$ cat src/rtl/sub_bytes_serial_if.sv
// Word-level handshake bundle for sub_bytes_serial: an input word/key stream and a result stream.
// The producer/consumer side uses master; the substitution stage uses slave.
interface sub_bytes_serial_if #(
    parameter int NBYTES = 16
);
    logic                  in_valid;
    logic                  in_ready;
    logic [8*NBYTES-1:0]   in_state;
    logic [8*NBYTES-1:0]   in_key;
    logic                  out_valid;
    logic                  out_ready;
    logic [8*NBYTES-1:0]   out_state;

    modport master (
        output in_valid, in_state, in_key, out_ready,
        input  in_ready, out_valid, out_state
    );

    modport slave (
        input  in_valid, in_state, in_key, out_ready,
        output in_ready, out_valid, out_state
    );
endinterface

$ cat src/rtl/sub_bytes_serial.sv
// Byte-serial S-box substitution plus round-key add, feeding an external combinational S-box.
// One word is captured, its bytes are substituted one per cycle, and the assembled result is held.
module sub_bytes_serial #(
    parameter int NBYTES = 16,
    parameter int IDX_W  = 5
) (
    input  logic                clk,
    input  logic                rst,
    sub_bytes_serial_if.slave   bus,
    output logic [7:0]          sbox_sel,
    input  logic [7:0]          sbox_data,
    output logic                busy
);
    localparam int SEL_W = (NBYTES > 1) ? $clog2(NBYTES) : 1;
    localparam logic [IDX_W-1:0] LAST_IDX = IDX_W'(NBYTES - 1);

    typedef enum logic [1:0] {
        IDLE,
        SUB,
        DONE
    } fsm_t;

    fsm_t                    state;
    fsm_t                    state_nxt;
    logic [IDX_W-1:0]        idx;
    logic [SEL_W-1:0]        sel;
    logic                    last;
    logic [NBYTES-1:0][7:0]  state_reg;
    logic [NBYTES-1:0][7:0]  key_reg;
    logic [NBYTES-1:0][7:0]  result;

    // idx never exceeds NBYTES-1, so its low bits address the byte arrays directly.
    assign sel  = idx[SEL_W-1:0];
    assign last = (idx == LAST_IDX);

    // NOTE: sequential state uses non-blocking assignments so every register updates from pre-edge values.
    always_ff @(posedge clk) begin
        if (rst) state <= IDLE;
        else     state <= state_nxt;
    end

    // NOTE: next state is defaulted first so no path through the case leaves it unassigned (no latch).
    always_comb begin
        state_nxt = state;
        case (state)
            IDLE:    if (bus.in_valid)  state_nxt = SUB;
            SUB:     if (last)          state_nxt = DONE;
            DONE:    if (bus.out_ready) state_nxt = IDLE;
            default:                    state_nxt = IDLE;
        endcase
    end

    always_ff @(posedge clk) begin
        if (rst) begin
            idx       <= '0;
            state_reg <= '0;
            key_reg   <= '0;
            result    <= '0;
        end else begin
            case (state)
                IDLE: begin
                    if (bus.in_valid) begin
                        state_reg <= bus.in_state;
                        key_reg   <= bus.in_key;
                        idx       <= '0;
                    end
                end
                SUB: begin
                    result[sel] <= sbox_data ^ key_reg[sel];
                    idx         <= last ? '0 : idx + IDX_W'(1);
                end
                default: ;
            endcase
        end
    end

    assign bus.in_ready  = (state == IDLE);
    assign bus.out_valid = (state == DONE);
    assign bus.out_state = result;
    assign busy          = (state != IDLE);
    assign sbox_sel      = (state == SUB) ? state_reg[sel] : 8'h00;
endmodule

$ cat src/flat_wrapper.sv
// flat-port wrapper written by rule: the top's interface ports become plain ports
module sub_bytes_serial_flat 
#(
    parameter int NBYTES = 16,
    parameter int IDX_W  = 5
)
  (clk, rst, sbox_sel, sbox_data, busy, bus_in_valid, bus_in_state, bus_in_key, bus_out_ready, bus_in_ready, bus_out_valid, bus_out_state);
  sub_bytes_serial_if #(.NBYTES(NBYTES)) bus_i ();
  input  logic clk;
  input  logic rst;
  output logic [7:0] sbox_sel;
  input  logic [7:0] sbox_data;
  output logic busy;
  input wire logic [$bits(bus_i.in_valid)-1:0] bus_in_valid;
  input wire logic [$bits(bus_i.in_state)-1:0] bus_in_state;
  input wire logic [$bits(bus_i.in_key)-1:0] bus_in_key;
  input wire logic [$bits(bus_i.out_ready)-1:0] bus_out_ready;
  output wire logic [$bits(bus_i.in_ready)-1:0] bus_in_ready;
  output wire logic [$bits(bus_i.out_valid)-1:0] bus_out_valid;
  output wire logic [$bits(bus_i.out_state)-1:0] bus_out_state;
  assign bus_i.in_valid = bus_in_valid;
  assign bus_i.in_state = bus_in_state;
  assign bus_i.in_key = bus_in_key;
  assign bus_i.out_ready = bus_out_ready;
  assign bus_in_ready = bus_i.in_ready;
  assign bus_out_valid = bus_i.out_valid;
  assign bus_out_state = bus_i.out_state;
  sub_bytes_serial #(.NBYTES(NBYTES), .IDX_W(IDX_W)) u_core (.clk(clk), .rst(rst), .bus(bus_i), .sbox_sel(sbox_sel), .sbox_data(sbox_data), .busy(busy));
endmodule
$ cat config.mk
export PLATFORM = sky130hd
export DESIGN_NAME = sub_bytes_serial_flat
export DESIGN_NICKNAME = d
export VERILOG_FILES = /design/src/rtl/sub_bytes_serial_if.sv /design/src/rtl/sub_bytes_serial.sv /design/src/flat_wrapper.sv
export SDC_FILE = /design/constraint.sdc
export NUM_CORES = 1
export LEC_CHECK = 0
export CAP_MARGIN = 10
export CORE_MARGIN = 1.5
export CORE_UTILIZATION = 40
export CTS_BUF_LIST = sky130_fd_sc_hd__clkbuf_16
export DETAILED_ROUTE_END_ITERATION = 8
export DONT_BUFFER_PORTS = 1
export PLACE_DENSITY_LB_ADDON = 0.05
export REMOVE_ABC_BUFFERS = 1
export SKIP_CTS_REPAIR_TIMING = 1
export SLEW_MARGIN = 20
export SYNTH_ARGS = -nofsm -noshare
export SYNTH_HDL_FRONTEND = slang
export SYNTH_SLANG_ARGS = --single-unit
$ cat constraint.sdc
create_clock -name clk -period 2.44 [get_ports clk]
set_input_delay 0.488 -clock clk [delete_from_list [all_inputs] [get_ports clk]]
set_output_delay 0.488 -clock clk [all_outputs]
set_load 0.03 [all_outputs]
==> results.yml <==
# physical design summary
status:
  status: "finished, violations left"
  violations: "setup timing"
placed_design:
  gp_congestion: 0.7892
layout:
  diodes: 3
  drive_gt1_frac: 0.1591
  nonClkBufAreaFrac: 0.06910
  sh_seq_area: 0.3771
  comb_cells: 1561
  layout_top_cell: "nand2_1"
  area_delta_synth_final_pct: 15.51
  largest_reg_flops: 130
timing:
  setup_tns_ns: -2.030
  setup_viol: 8
  hold_slack_ns: 0.04031
  fin_ws_ns: -0.2690
  worst_slew_pin_slew_ns: 0.7117
  slew_headroom: 0.5255
run:
  timing.max_cap.violations: 0
  openroad.warnings: 35
clock_tree:
  cts_tree: "done"
  path_clk_slew_ns: 0.06
  clk_latency_ns: 0.58
  numCtsBuffers: 44
  clock_sinks: 391
global_route:
  globalRouteMet1Util: 0.3132
  grt_max_degree: 385
detailed_routing:
  ant_nets: 0
  wire_per_inst_um: 21.28
floorplanning:
  fp_util: 0.4060
synthesis:
  ys_sh_adder: 0.002781
  synth.logic.top_family: "simple AND/OR/NAND/NOR gates"
  syn-cell-area_mm2: 0.01799
  synth-main-ff-cell: "dfxtp_1"
  ys_types: 35
  common_cells: "nand2_1 (527), dfxtp_1 (391), a21oi_1 (262)"
  mux_share: 0.1090
setup_path:
  arrival_ns: 2.22
  cp-start-kind: "register"
  slowest_delay_ns: 0.51
  cp_max_fo: 15
pwr:
  cellPowerDensity_mw_per_mm2: 741.7
power breakdown:
group	internal (mW)	total (mW)	switching, mW
registers	6.72	6.95	0.229
logic	0.770	1.81	1.04
clock network	3.87	6.65	2.78
total	11.4	15.4	4.05
critical path, delay by kind of cell, from the launching register on:
kind | cells | cell delay, ns
muxes | 2 | 0.64
DFF | 1 | 0.44
buffers and inverters | 2 | 0.43
AOI/OAI and AO/OA | 1 | 0.12
path summary, 6_finish.rpt:
check / slack, ns / cells past startpoint / end / from
setup / recovery: -0.27 / 5 / sbox_sel[0] / u_core.idx[0]
hold / removal: 0.04 / 2 / u_core.state_reg[32] / bus_in_state[32]
setup reg to reg: 0.08 / 7 / u_core.bus.out_state[32] / u_core.idx[1]
hold reg to reg: 0.45 / 2 / u_core.key_reg[98] / u_core.key_reg[98]
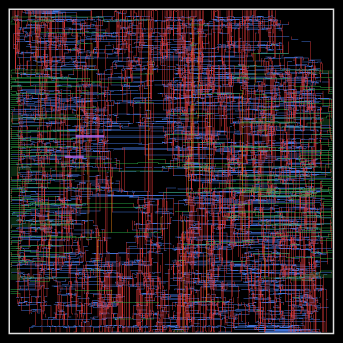
**Above:** signal wires by layer.
(1.5 px per µm)
layer	color	wire length
met3	green	5390 µm
met2	red	27.5 mm
met1	blue	24.9 mm
met4	orange	1060 µm
met5	purple	28.5 µm

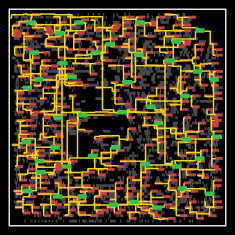
**Above:** clock wires, drivers and flops.
(1 px per µm)
[flip-flops] red | count: 391
[clock wires] yellow | length: 5570 µm
[cells driving clock nets] green | count: 44
flops lie	spread over the die

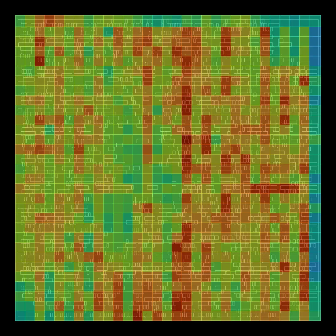
**Above:** routing congestion.
Final Util: 0.4690
GR Layer Usage met2: 0.3881
gr usage total: 0.2420

No activity file was given, so power comes from the tool's default toggle rates.
